Fig. 1: run 1, cell placement
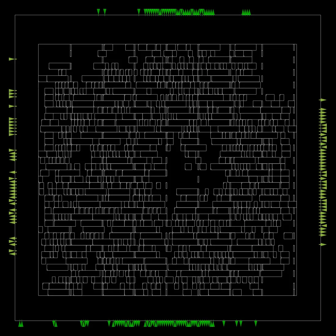
Fig. 2: run 1, sequential cells colored by netlist name
Other sequential cells in the stronger gray, the rest of the logic in the fainter gray.
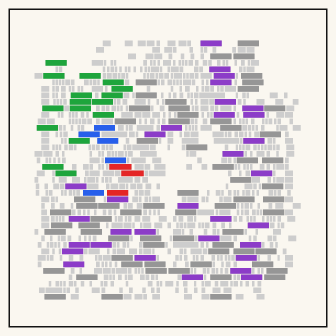
Fig. 3: run 1, wire density map
26 x 26 tiles, from black (low) to pale yellow (high), scaled to the fullest tile. Values are wire area over tile area, all layers added.
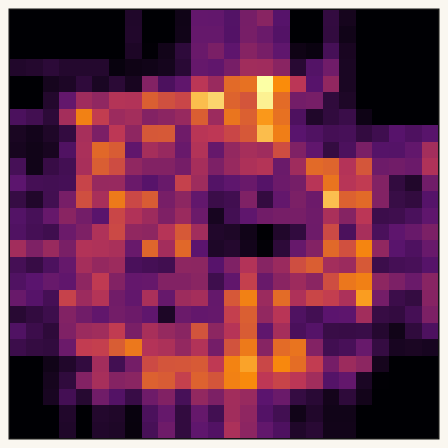
==> src/rtl/alu_multiply_sequencer.sv <==
// Unsigned 16x16->32 shift-and-add multiplier that borrows the shared ALU while Busy.
// Fixed 36-cycle Start-to-IDLE latency; Start is only honoured in IDLE, never queued.
module alu_multiply_sequencer #(
  parameter int ITER = 16
) (
  input  logic        Clock,
  input  logic        Reset,
  input  logic        Start,
  input  logic [15:0] Multiplicand,
  input  logic [15:0] Multiplier,
  output logic        Busy,
  output logic        Done,
  output logic [31:0] Product,
  output logic        ProdZ,
  output logic        ProdN,
  output logic [31:0] AluA,
  output logic [31:0] AluB,
  output logic [4:0]  AluFunSel,
  output logic        AluWF,
  input  logic [31:0] AluOut,
  input  logic [3:0]  AluFlags
);

  localparam logic [4:0] FS_PASS = 5'b10000;
  localparam logic [4:0] FS_ADD  = 5'b10100;
  localparam logic [4:0] FS_LSL  = 5'b11011;
  localparam logic [4:0] LAST    = 5'(ITER - 1);

  typedef enum logic [2:0] {
    S_IDLE, S_ADD, S_SHIFT, S_FLAG, S_LATCH, S_DONE
  } state_t;

  state_t      state, next_state;
  logic [31:0] acc;
  logic [31:0] mcand;
  logic [15:0] mplier;
  logic [4:0]  cnt;

  // C and O cannot matter for an unsigned 16x16 product
  logic unused_flags;
  assign unused_flags = ^{AluFlags[2], AluFlags[0]};

  always_ff @(posedge Clock or negedge Reset) begin
    if (!Reset) state <= S_IDLE;
    else        state <= next_state;
  end

  always_comb begin
    next_state = state;
    AluA       = '0;
    AluB       = '0;
    AluFunSel  = FS_PASS;
    AluWF      = 1'b0;
    case (state)
      S_IDLE: if (Start) next_state = S_ADD;
      S_ADD: begin
        AluA       = acc;
        AluB       = mcand;
        AluFunSel  = mplier[0] ? FS_ADD : FS_PASS;
        next_state = S_SHIFT;
      end
      S_SHIFT: begin
        AluA       = mcand;
        AluFunSel  = FS_LSL;
        next_state = (cnt == LAST) ? S_FLAG : S_ADD;
      end
      S_FLAG: begin
        // pass-through with WF so the ALU's Z/N describe the product
        AluA       = acc;
        AluWF      = 1'b1;
        next_state = S_LATCH;
      end
      S_LATCH: next_state = S_DONE;
      S_DONE:  next_state = S_IDLE;
      default: next_state = S_IDLE;
    endcase
  end

  assign Busy = (state != S_IDLE);
  assign Done = (state == S_DONE);

  always_ff @(posedge Clock or negedge Reset) begin
    if (!Reset) begin
      acc     <= '0;
      mcand   <= '0;
      mplier  <= '0;
      cnt     <= '0;
      Product <= '0;
      ProdZ   <= 1'b0;
      ProdN   <= 1'b0;
    end else begin
      case (state)
        S_IDLE: if (Start) begin
          acc    <= '0;
          mcand  <= {16'b0, Multiplicand};
          mplier <= Multiplier;
          cnt    <= '0;
        end
        S_ADD: acc <= AluOut;
        S_SHIFT: begin
          mcand  <= AluOut;
          mplier <= mplier >> 1;
          cnt    <= cnt + 5'd1;
        end
        S_LATCH: begin
          Product <= acc;
          ProdZ   <= AluFlags[3];
          ProdN   <= AluFlags[1];
        end
        default: ;
      endcase
    end
  end

endmodule

==> config.mk <==
export PLATFORM = sky130hd
export DESIGN_NAME = alu_multiply_sequencer
export DESIGN_NICKNAME = d
export VERILOG_FILES = /design/src/rtl/alu_multiply_sequencer.sv
export SDC_FILE = /design/constraint.sdc
export NUM_CORES = 1
export LEC_CHECK = 0
export ABC_AREA = 1
export ABC_CLOCK_PERIOD_IN_PS = 2150
export CAP_MARGIN = 20
export CORE_MARGIN = 10
export CORE_UTILIZATION = 45
export CTS_BUF_LIST = sky130_fd_sc_hd__clkbuf_8
export CTS_CLUSTER_SIZE = 28
export DETAILED_ROUTE_END_ITERATION = 7
export HOLD_SLACK_MARGIN = 0.1
export PLACE_DENSITY_LB_ADDON = 0.25
export SYNTH_ARGS = -nofsm -noshare
export SYNTH_HDL_FRONTEND = slang
export SYNTH_SLANG_ARGS = --single-unit
==> constraint.sdc <==
create_clock -name Clock -period 2.15 [get_ports Clock]
set_input_delay 0.43 -clock Clock [delete_from_list [all_inputs] [get_ports Clock]]
set_output_delay 0.43 -clock Clock [all_outputs]
set_load 0.02 [all_outputs]
==> impl_metrics.csv, run 1 <==
group,metric,value,unit
outcome,status,"finished, final reports clean",
layout,comb_area,2100,µm²
power_and_ir_drop,clkPwrFrac,17.8,%
sta,period_used_share,98.5,%
layout,buffers,205,
layout,bufAreaShareNonClock,22.1,%
layout,clock_area_share,5.71,%
logic_synthesis,numSynthFlops,122,
run,maxCapViolCount,0,
logic_synthesis,ys_area,5680,µm²
global_route,grt_overflow,0,
power_and_ir_drop,swShare,44.8,%
routing,dr.pass1.iters,7,
placement,place.port_buffers,173,
placement,dpl.hpwl,12.6,mm
logic_synthesis,synth_nets,780,
logic_synthesis,synth_stat.cells,707,
floorplan,die-area,17500,µm²
clocking,clockBufferDepth,2,
clocking,numCtsBuffers,17,
worst_setup_path,r2r-start,"state[1]",
placement,place_area,7670,µm²
sta,maxSlewViolCount,0,
sta,fin_skew,0.00811,ns
clocking,cts_max_level,4,
power_and_ir_drop,ir_drop,0.000969,V
routing,drtIter0Drc,595,
floorplan,num_tap_cells,168,
logic_synthesis,ys_types,19,
worst_hold_path,hp-class,"input pin to asynchronous set/reset pin",
layout,nets,950,
floorplan,fp_util,46.7,%
floorplan,die_w,132,µm
layout,inv_count,74,
worst_setup_path,required,1.72,ns
power_and_ir_drop,power_frac_seq,29.6,%
## Picture notes: Fig. 1
floorplan row count: 40
Layout Utilization: 64.3%
Core ar.: 12200 µm²
num sequential: 122
Filler cells: 1075

## Picture notes: Fig. 2
mplier -> green  # flops 16
cnt -> blue  # flops 5
acc -> purple  # flops 32
state -> red  # flops 3
Reg area: 3060 µm²
flop share of the area: 39.1%
Seq power: 3.75 mW

## Picture notes: Fig. 3
tiles over half the peak = 15%
nearly empty tiles = 16%
emptiest ninth of the die = top right
fullest tile = 0.60
mean over tiles = 0.17
gr usage total: 20.3%
wire length per cell: 17.0 µm
Via Count: 5538
drt total wl: 18.0 mm

run 1: power groups by stage:
stage / sequential, mW / combinational [mW] / clock, mW
6_report: 3.75 / 6.67 / 2.26
5_1_grt: 3.85 / 7.32 / 2.41
4_1_cts: 3.75 / 6.77 / 2.29
3_5_place_dp: 3.78 / 7.08 / 0
3_3_place_gp: 3.73 / 6.91 / 0
2_1_floorplan: 3.96 / 3.75 / 0
run 1: Yosys cell counts, drive strengths merged:
cell type | number | area share, %
ha | 2 | 0.44
conb | 1 | 0.066
nand2 | 221 | 15
dfrtp | 122 | 54
clkbuf | 17 | 1.1
buf | 37 | 3.6
o22ai | 32 | 3.5
nand4 | 31 | 3.4
nor2 | 38 | 2.6
inv | 74 | 4.9
nor3 | 1 | 0.088
o21ai | 87 | 7.7
nand3 | 43 | 4.1
a21oi | 1 | 0.088
run 1: repair_timing:
item | CTS | global route
buffers inserted | 1 | 2
endpoints found under the setup margin | 71 | 50
resized | 249 | 35
run 1: path summary, 6_finish.rpt:
path / to / slack (ns) / cells after the start
hold / removal: mcand[23] / 0.07 / 2
min in group Clock: ProdN / 0.48 / 2
max in group asynchronous: state[1] / 1.57 / 2
setup / recovery: AluA[18] / 0.03 / 5
hold reg to reg: ProdN / 0.48 / 2
setup reg to reg: acc[21] / 0.36 / 7
run 1: sequential cells by signal (all words and copies together), names as in the netlist:
register  count
state         3
ProdZ         1
mplier       16
Product      32
mcand        32
ProdN         1
acc          32
cnt           5
run 1: critical path: stages (launching register included):
cell     delay, ns
dfrtp_2       0.44
inv_2         0.10
nand3_4       0.12
buf_12        0.19
o22ai_1       0.18
buf_2         0.22
run 1: placed cells by master, fill, tap and decap left out, types with 28 or more instances in the layout:
master | netlist | final
o22ai_1 | 32 | 32
nor2_1 | 37 | 37
o21ai_0 | 87 | 87
dfrtp_1 | 122 | 120
nand2_1 | 221 | 218
inv_1 | 72 | 73
buf_4 | 8 | 28
buf_2 | 27 | 58
clkdlybuf4s50_1 | 0 | 101
nand4_1 | 31 | 31
nand3_1 | 40 | 40
run 1: metrics by stage:
step	cells	hold WS [ns]	power, mW	utilization (%)	worst slack [ns]
2_1_floorplan	707	0.134	7.72	-	0.387
3_3_place_gp	1023	0.457	10.6	63.0	0.0802
3_5_place_dp	1023	0.462	10.9	63.0	0.0283
4_1_cts	1056	0.101	12.8	65.6	0.00186
5_1_grt	1058	0.121	13.6	64.3	-0.0115
6_report	1058	0.0731	12.7	64.3	0.0317
run 1: routing by layer:
layer  global-route usage (%)  vias to the layer above  wire length (µm)
met2                     34.3                      242              9000
met3                     4.65                       27              1120
met1                     24.5                     2643              7520
met4                     7.95                        0               388
met5                        0                        -                 0
li1                         -                     2626                 -
run 1: cells by family (layout without fill, tap and decap cells):
group / Yosys count / in the layout / share of synthesized area, %
fa+ha+maj: 2 / 2 / 0.441
other cells: 1 / 1 / 0.0661
flops: 122 / 122 / 53.8
buf+inv: 128 / 311 / 9.59
compound gates: 120 / 120 / 11.3
simple gates: 334 / 334 / 24.8
Fig. 4: run 1, met3 routing
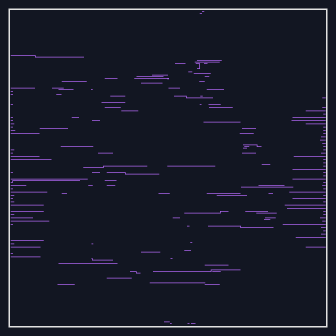

==> inputs of run 2 (changes only) <==
- PLACE_DENSITY: not set -> 0.78
- PLACE_DENSITY_LB_ADDON: 0.25 -> not set
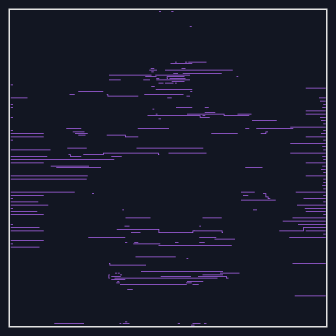
Fig. 5. Met3 routing (run 2).
longest straight run = 43.0 µm
share of all routed wire = 8.2%
main direction = horizontal
nets with wire on the layer = 143
Via Count: 5625
drt total wl: 18.6 mm
GRT met3 Usage: 5.79%

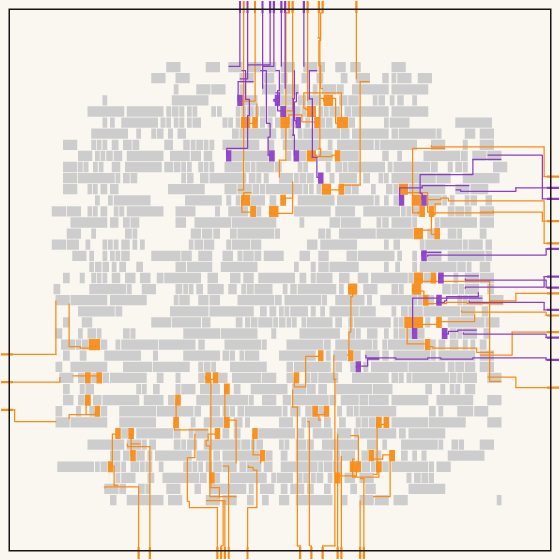
Fig. 6. Wires at chosen ports, followed through buffers (run 2).
Multiplicand -> purple  # bits 16, direction input, end cells 16, buffers 16, wire 615 µm
AluOut -> orange  # bits 32, direction input, end cells 64, buffers 32, wire 1430 µm
Top Ports: 177
IO Port Bufs: 173

==> impl_metrics.csv, run 2 <==
group,metric,value,unit
outcome,status,"finished, final reports clean",
clocking,cts_max_level,4,
floorplan,die_w,132,µm
worst_setup_path,arrival,1.68,ns
layout,final_cell_mix,"219 x nand2_1, 120 x dfrtp_1, 101 x clkdlybuf4s50_1",
run,maxCapViolCount,0,
floorplan,rows,40,
layout,nets,954,
floorplan,fp_util,46.7,%
floorplan,die-area,17500,µm²
placement,pre_cts_slack,-0.00564,ns
global_route,track_usage,21.0,%
logic_synthesis,synthTopLogicFamily,"simple AND/OR/NAND/NOR gates",
sta,fin_ws,0.0350,ns
routing,dr.pass1.iters,6,
worst_setup_path,required,1.72,ns
routing,drtIter0Drc,446,
logic_synthesis,ys_sh_simple,24.8,%
logic_synthesis,mux_share,0,%
worst_setup_path,r2r-start,"state[1]",
placement,dpl.hpwl,13.0,mm
logic_synthesis,top_area_cell,"dfrtp_1",
routing,drt-wirelength-per-cell,17.5,µm
logic_synthesis,synth_stat.cells,707,
floorplan,fp.coreArea,12200,µm²
logic_synthesis,ff_type,"dfrtp_1",
logic_synthesis,edf_count,0,
sta,period_used_share,98.4,%
logic_synthesis,synthAdderAreaFrac,0.441,%
layout,nFillCells,1022,
logic_synthesis,postSynth.asyncResetShare,100,%
logic_synthesis,synth_nets,780,
layout,largestRegisters,"Product x32, acc x32, mcand x32",
logic_synthesis,ys_area,5680,µm²
logic_synthesis,area_leaders,"dfrtp_1 54%, nand2_1 15%, o21ai_0 7.7%, inv_1 4.8%, nand3_1 3.5%",
global_route,grt_overflow,0,
logic_synthesis,numSynthFlops,122,
layout,lay_top_count,"nand2_1",
sta,fin_skew,0.0102,ns
clocking,numCtsBuffers,17,
sta,maxSlewViolCount,0,
logic_synthesis,top_cell_area_share,53.8,%
logic_synthesis,ys_types,19,
logic_synthesis,top_cell,"nand2_1",
power_and_ir_drop,ir_drop,0.000719,V
## run 2: cell type report
cell class	count	area [µm²]	share of cell area [%]
sequential	122	3060	38.6
multi-input combinational	457	2150	27.1
timing repair buffer	209	1820	23.0
inverter	74	280	3.54
clock buffer	17	234	2.96
tap	168	210	2.66
clock inverter	15	160	2.02
antenna	1	2.50	0.0316
## run 2: metrics by stage
step | power (mW) | area [µm²] | utilization, % | hold WS (ns) | std cells
CTS | 12.7 | 7890 | 64.8 | 0.415 | 1059
global route | 13.6 | 7910 | 65.0 | 0.421 | 1063
detailed placement | 10.9 | 7680 | 63.2 | 0.323 | 1025
floorplan | 7.72 | 5680 | - | 0.134 | 707
finish | 12.7 | 7910 | 65.0 | 0.424 | 1063
global placement | 10.7 | 7680 | 63.2 | 0.315 | 1025
## run 2: final timing paths
| check | slack [ns] | depth (start not counted) | endpoint |
|---|---|---|---|
| setup / recovery | 0.04 | 3 | Done |
| setup reg to reg | 0.42 | 7 | mplier[11] |
| min in group Clock | 0.48 | 2 | Product[16] |
| hold reg to reg | 0.48 | 2 | Product[16] |
| max in group asynchronous | 1.12 | 3 | state[1] |
| hold / removal | 0.42 | 2 | acc[23] |
## run 2: metal layers
metal / routed length (µm) / global-route usage (%)
met5: 0 / 0
met4: 563 / 9.29
met3: 1520 / 5.79
met2: 9060 / 34.5
met1: 7500 / 25.1
## run 2: critical path, stage by stage, from the launching register on
cell and delay, ns:
dfrtp_2 0.47, buf_4 0.25, nor3_2 0.24, clkdlybuf4s15_2 0.30
## run 2: report_power, final
part / internal (mW) / switching, mW / leakage (nW)
registers: 3.30 / 0.469 / 1.56
logic: 2.49 / 4.42 / 2.19
clock network: 1.13 / 0.919 / 0.201
total: 6.92 / 5.81 / 3.95
## run 2: what timing repair did
action	CTS	global route
hold endpoints to repair	15	0
endpoints found under the setup margin	71	40
gates cloned	1	0
buffers inserted	0	3
resized	276	38
hold buffers	1	0
## run 2: cells by family (layout without fill, tap and decap cells)
| logic type | Yosys count | after routing |
|---|---|---|
| other cells | 1 | 2 |
| compound gates | 120 | 120 |
| simple gates | 334 | 334 |
| flops | 122 | 122 |
| fa+ha+maj | 2 | 2 |
| buf+inv | 128 | 315 |
No activity file was given, so power comes from the tool's default toggle rates.
